**Congestion heat map**

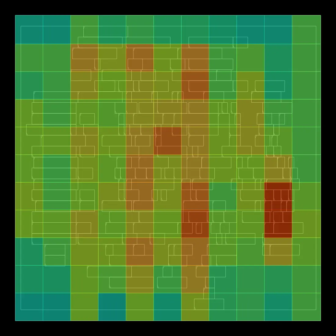
**The metal 1 layer**

Scale bar: 20 um. Supply wires on this layer in grey.
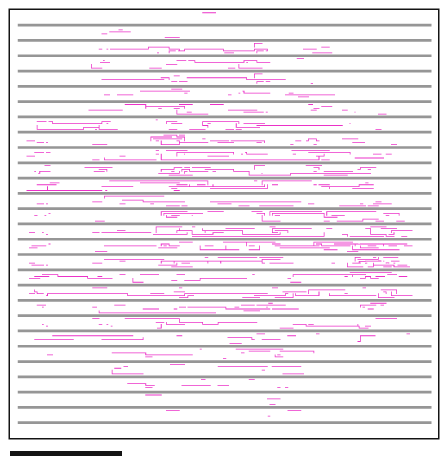
**Selected gate families**

Scale bar: 20 um.
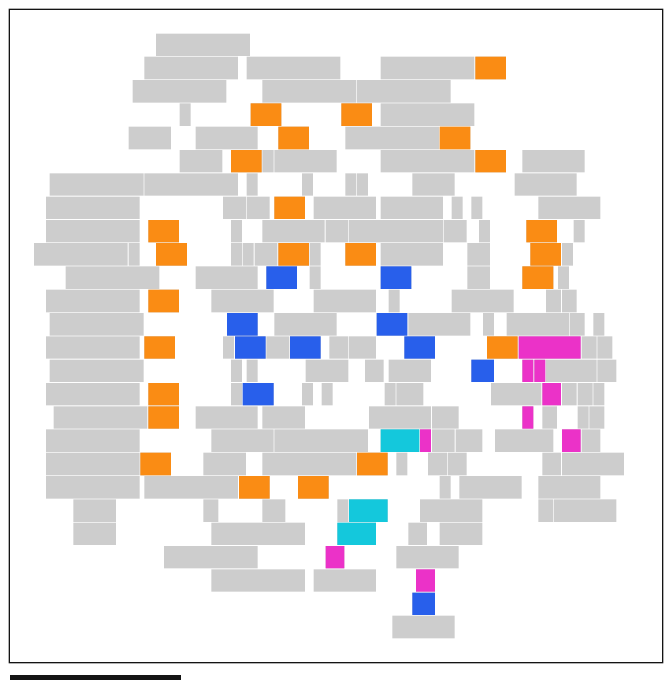
**M3 wires**

Scale bar: 20 um.
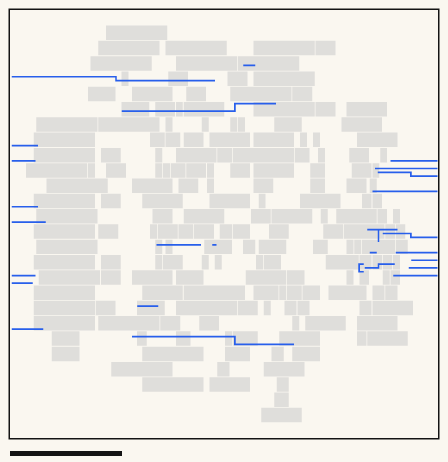
[src/rtl/const_byte_reader_if.sv]
// Handshake bundle between a 16-bit constant word source and the byte-wide
// readback consumer. The master drives words and byte acceptance; the slave serializes.
interface const_byte_reader_if;
    logic [15:0] k_in;
    logic        load;
    logic        load_ready;
    logic [7:0]  byte_out;
    logic        byte_sel;
    logic        out_valid;
    logic        out_ready;
    logic        busy;
    logic        ovf;

    modport master (
        output k_in, load, out_ready,
        input  load_ready, byte_out, byte_sel, out_valid, busy, ovf
    );

    modport slave (
        input  k_in, load, out_ready,
        output load_ready, byte_out, byte_sel, out_valid, busy, ovf
    );
endinterface

[src/rtl/const_byte_reader.sv]
// Buffers 16-bit constant words in a small FIFO and streams each one out as two
// tagged bytes over valid/ready, back-to-back with no bubble between words.
module const_byte_reader #(
    parameter bit HIGH_FIRST = 1'b1,
    parameter int DEPTH      = 2
) (
    input  logic                  clk,
    input  logic                  nreset,
    const_byte_reader_if.slave    bus
);
    localparam int AW = (DEPTH > 1) ? $clog2(DEPTH) : 1;
    localparam int CW = $clog2(DEPTH + 1);

    typedef enum logic [1:0] {
        IDLE   = 2'd0,
        FIRST  = 2'd1,
        SECOND = 2'd2
    } state_t;

    state_t          state_q, state_d;
    logic [15:0]     mem_q [DEPTH];
    logic [AW-1:0]   wr_ptr_q, wr_ptr_d;
    logic [AW-1:0]   rd_ptr_q, rd_ptr_d;
    logic [CW-1:0]   count_q, count_d;
    logic            load_ready_q, load_ready_d;
    logic            ovf_q, ovf_d;
    logic [15:0]     shadow_q, shadow_d;
    logic [7:0]      byte_out_q, byte_out_d;
    logic            byte_sel_q, byte_sel_d;
    logic            out_valid_q, out_valid_d;

    logic            push;
    logic            pop;
    logic            accept;
    logic            fifo_nonempty;
    logic [15:0]     head_word;

    function automatic logic [7:0] first_byte(input logic [15:0] w);
        return HIGH_FIRST ? w[15:8] : w[7:0];
    endfunction

    function automatic logic [7:0] second_byte(input logic [15:0] w);
        return HIGH_FIRST ? w[7:0] : w[15:8];
    endfunction

    assign push          = bus.load && load_ready_q;
    assign accept        = out_valid_q && bus.out_ready;
    assign fifo_nonempty = (count_q != '0);
    assign head_word     = mem_q[rd_ptr_q];

    // FIFO bookkeeping; pop decisions use the count from before this edge's push.
    always_comb begin
        wr_ptr_d = wr_ptr_q + AW'(push);
        rd_ptr_d = rd_ptr_q + AW'(pop);
        count_d  = count_q;
        case ({push, pop})
            2'b10:   count_d = count_q + CW'(1);
            2'b01:   count_d = count_q - CW'(1);
            default: count_d = count_q;
        endcase
        load_ready_d = (count_d != CW'(DEPTH));
        ovf_d        = ovf_q || (bus.load && !load_ready_q);
    end

    always_comb begin
        state_d     = state_q;
        shadow_d    = shadow_q;
        byte_out_d  = byte_out_q;
        byte_sel_d  = byte_sel_q;
        out_valid_d = out_valid_q;
        pop         = 1'b0;
        case (state_q)
            IDLE: begin
                out_valid_d = 1'b0;
                if (fifo_nonempty) begin
                    pop         = 1'b1;
                    shadow_d    = head_word;
                    byte_out_d  = first_byte(head_word);
                    byte_sel_d  = HIGH_FIRST;
                    out_valid_d = 1'b1;
                    state_d     = FIRST;
                end
            end
            FIRST: begin
                if (accept) begin
                    byte_out_d = second_byte(shadow_q);
                    byte_sel_d = !HIGH_FIRST;
                    state_d    = SECOND;
                end
            end
            SECOND: begin
                if (accept) begin
                    if (fifo_nonempty) begin
                        pop        = 1'b1;
                        shadow_d   = head_word;
                        byte_out_d = first_byte(head_word);
                        byte_sel_d = HIGH_FIRST;
                        state_d    = FIRST;
                    end else begin
                        out_valid_d = 1'b0;
                        state_d     = IDLE;
                    end
                end
            end
            default: begin
                out_valid_d = 1'b0;
                state_d     = IDLE;
            end
        endcase
    end

    always_ff @(posedge clk) begin
        if (!nreset) begin
            state_q      <= IDLE;
            wr_ptr_q     <= '0;
            rd_ptr_q     <= '0;
            count_q      <= '0;
            load_ready_q <= 1'b1;
            ovf_q        <= 1'b0;
            shadow_q     <= '0;
            byte_out_q   <= '0;
            byte_sel_q   <= 1'b0;
            out_valid_q  <= 1'b0;
        end else begin
            state_q      <= state_d;
            wr_ptr_q     <= wr_ptr_d;
            rd_ptr_q     <= rd_ptr_d;
            count_q      <= count_d;
            load_ready_q <= load_ready_d;
            ovf_q        <= ovf_d;
            shadow_q     <= shadow_d;
            byte_out_q   <= byte_out_d;
            byte_sel_q   <= byte_sel_d;
            out_valid_q  <= out_valid_d;
        end
    end

    // Storage carries no reset; stale entries are unreachable once the pointers clear.
    always_ff @(posedge clk) begin
        if (push) begin
            mem_q[wr_ptr_q] <= bus.k_in;
        end
    end

    assign bus.load_ready = load_ready_q;
    assign bus.byte_out   = byte_out_q;
    assign bus.byte_sel   = byte_sel_q;
    assign bus.out_valid  = out_valid_q;
    assign bus.ovf        = ovf_q;
    assign bus.busy       = fifo_nonempty || (state_q != IDLE);
endmodule

[src/flat_wrapper.sv]
// flat-port wrapper written by rule: the top's interface ports become plain ports
module const_byte_reader_flat 
#(
    parameter bit HIGH_FIRST = 1'b1,
    parameter int DEPTH      = 2
)
  (clk, nreset, bus_k_in, bus_load, bus_out_ready, bus_load_ready, bus_byte_out, bus_byte_sel, bus_out_valid, bus_busy, bus_ovf);
  const_byte_reader_if bus_i ();
  input  logic clk;
  input  logic nreset;
  input wire logic [$bits(bus_i.k_in)-1:0] bus_k_in;
  input wire logic [$bits(bus_i.load)-1:0] bus_load;
  input wire logic [$bits(bus_i.out_ready)-1:0] bus_out_ready;
  output wire logic [$bits(bus_i.load_ready)-1:0] bus_load_ready;
  output wire logic [$bits(bus_i.byte_out)-1:0] bus_byte_out;
  output wire logic [$bits(bus_i.byte_sel)-1:0] bus_byte_sel;
  output wire logic [$bits(bus_i.out_valid)-1:0] bus_out_valid;
  output wire logic [$bits(bus_i.busy)-1:0] bus_busy;
  output wire logic [$bits(bus_i.ovf)-1:0] bus_ovf;
  assign bus_i.k_in = bus_k_in;
  assign bus_i.load = bus_load;
  assign bus_i.out_ready = bus_out_ready;
  assign bus_load_ready = bus_i.load_ready;
  assign bus_byte_out = bus_i.byte_out;
  assign bus_byte_sel = bus_i.byte_sel;
  assign bus_out_valid = bus_i.out_valid;
  assign bus_busy = bus_i.busy;
  assign bus_ovf = bus_i.ovf;
  const_byte_reader #(.HIGH_FIRST(HIGH_FIRST), .DEPTH(DEPTH)) u_core (.clk(clk), .nreset(nreset), .bus(bus_i));
endmodule
[config.mk]
export PLATFORM = sky130hd
export DESIGN_NAME = const_byte_reader_flat
export DESIGN_NICKNAME = d
export VERILOG_FILES = /design/src/rtl/const_byte_reader_if.sv /design/src/rtl/const_byte_reader.sv /design/src/flat_wrapper.sv
export SDC_FILE = /design/constraint.sdc
export NUM_CORES = 1
export LEC_CHECK = 0
export CORE_UTILIZATION = 43
export CTS_CLUSTER_SIZE = 8
export DETAILED_ROUTE_END_ITERATION = 16
export DONT_BUFFER_PORTS = 1
export GPL_TIMING_DRIVEN = 1
export HOLD_SLACK_MARGIN = 0.12
export PLACE_DENSITY = 0.66
export SYNTH_ARGS = -nofsm -noshare
export SYNTH_HDL_FRONTEND = slang
export SYNTH_SLANG_ARGS = --single-unit
export TNS_END_PERCENT = 5
[constraint.sdc]
create_clock -name clk -period 4.6 [get_ports clk]
set_clock_uncertainty 0.2 [all_clocks]
set_input_delay 0.69 -clock clk [delete_from_list [all_inputs] [get_ports clk]]
set_output_delay 0.69 -clock clk [all_outputs]
set_load 0.02 [all_outputs]
==> out/metrics.csv <==
stage,metric,value,unit
sta,fin_crit,2.28,ns
die,ios,33,
sta,hold_viol,0,
die,die_y,76.1,um
synth,syn_area,2360,um2
synth,yosysWarnings,0,
clocking,worstSkewPairLatency,0.32,ns
pwr,power.density,704,nW/um2
synth,yosysChipArea,2360,um2
detailed_routing,drtIter0Drc,56,
synth,area_leaders,"edfxtp_1 41%, dfxtp_1 23%, mux2i_1 10%, nand2_1 4.0%, o211a_1 3.4%",
critical_path,slowest_stage,dfxtp_1,
synth,ys_cells,178,
clocking,clk_pin_slew,0.06,ns
synth,ys_seq_share,0.635,
critical_path,cp-end-kind,register,
grt,grt_max_degree,36,
clocking,clock_path_buffers,2,
finish,mi_logic_area,781,um2
outcome,status,"complete, no violations",
synth,yosysTopAreaCell,edfxtp_1,
finish,fillers,477,
clocking,clock-sinks,59,
finish,layout.nets,202,
clocking,cts_root_buffer,clkbuf_8,
placed_design,dp_hpwl,2.50,mm
detailed_routing,drtAntennaViolNets,0,
placed_design,port_buffers,0,
sta,report.final.slew_viol_count,0,
grt,grt_pass1_wl,6.07,mm
synth,async_reset_ff_frac,0,
grt,antenna_found_initial,0,
flow_run,cap_viol_max_count,0,
sta,relSlewSlack,0.400,
finish,most-common-layout-cells,"32 x edfxtp_1, 27 x dfxtp_1, 25 x nand2_1, 24 x mux2i_1, 10 x clkbuf_8",
hold_path,hp-start,bus_k_in[13],
clocking,cts_buffers,9,
## Picture notes: 'congestion heat map'
routing usage on met1: 0.147
GRT Total Usage: 0.141
Avg WL per Cell: 14.6 um

## Picture notes: 'the metal 1 layer'
wire length on this layer	1,540 um
main direction	horizontal

## Picture notes: 'selected gate families'
colour	family	cells
magenta	nor cells	9
orange	mux cells	24
blue	non-inverting ao/oa cells	10
cyan	fa/ha/maj cells	3
most used logic cell in the final layout: edfxtp_1
Post-Layout Cell Count: 254

## Picture notes: 'M3 wires'
nets with wire on the layer	22
wire length on this layer	231 um
share of all routed wire	6.2%
longest straight run	20.0 um
main direction	horizontal
Detailed Route WL: 3.71 mm
Vias: 1,299
met3 usage: 0.0754

==> cells in the mapped netlist (3+ instances only) <==
cell,number
clkbuf_1,4
nor2b_1,4
nor2_1,4
ha_1,3
mux2i_1,24
inv_1,4
edfxtp_1,32
dfxtp_1,27
o211ai_1,8
o211a_1,8
buf_6,3
a21oi_1,6
nand2_1,25
and2_1,5
==> layer usage <==
layer	GRT usage	wire, um	vias to the layer above
met5	0	0	-
met4	0.0712	63	0
met3	0.0754	230	5
met2	0.232	1870	36
met1	0.147	1540	619
li1	-	-	639
==> cells by family (layout without fill, tap and decap cells) <==
kind of cell	count (synthesis)	in the layout	synth area share
flip-flops	59	59	0.635
AND/OR/NAND/NOR	43	43	0.0889
AND-OR/OR-AND	31	31	0.109
multiplexers	24	24	0.102
buffers and inverters	14	20	0.0344
XOR/XNOR	4	4	0.0148
adder cells (fa/ha/maj)	3	3	0.0159
==> area by class of cell <==
class                      instances  share of cell area
tap                               70              0.0343
inverter                           4             0.00589
clock inverter                     3             0.00638
clock buffer                      13              0.0584
multi-input combinational        105               0.306
sequential                        59               0.589
==> registers in the layout, summed over array words and instances, names as in the netlist, named ones only <==
signal,count
u_core.bus.byte_out,8
u_core.bus.byte_sel,1
u_core.bus.load_ready,1
u_core.bus.out_valid,1
u_core.bus.ovf,1
u_core.count_q,2
u_core.mem_q,32
u_core.rd_ptr_q,1
u_core.shadow_q,8
u_core.state_q,2
u_core.wr_ptr_q,1
==> per-stage QoR <==
step	worst slack, ns	util	power (mW)	hold slack [ns]	area (um2)
3_3_place_gp	2.33	0.458	1.40	0.286	2380
5_1_grt	2.16	0.490	1.91	0.227	2550
4_1_cts	2.29	0.490	1.81	0.238	2550
2_1_floorplan	2.41	-	1.34	0.270	2360
3_5_place_dp	2.27	0.458	1.42	0.300	2380
6_report	2.32	0.490	1.79	0.253	2550
==> path summary, 6_finish.rpt <==
kind                                 to  slack, ns  depth (start not counted)
setup / recovery  u_core.bus.load_ready       2.32                          6
hold / removal      u_core.mem_q[1][13]       0.25                          0
setup reg to reg  u_core.bus.load_ready       2.32                          6
hold reg to reg      u_core.shadow_q[1]       0.31                          1
==> power by group <==
group	internal [mW]	leakage [nW]	switching (mW)
Clock	0.208	0.0811	0.180
Sequential	0.725	0.522	0.180
Combinational	0.230	0.389	0.271
Power is estimated from default activity; no workload was simulated.
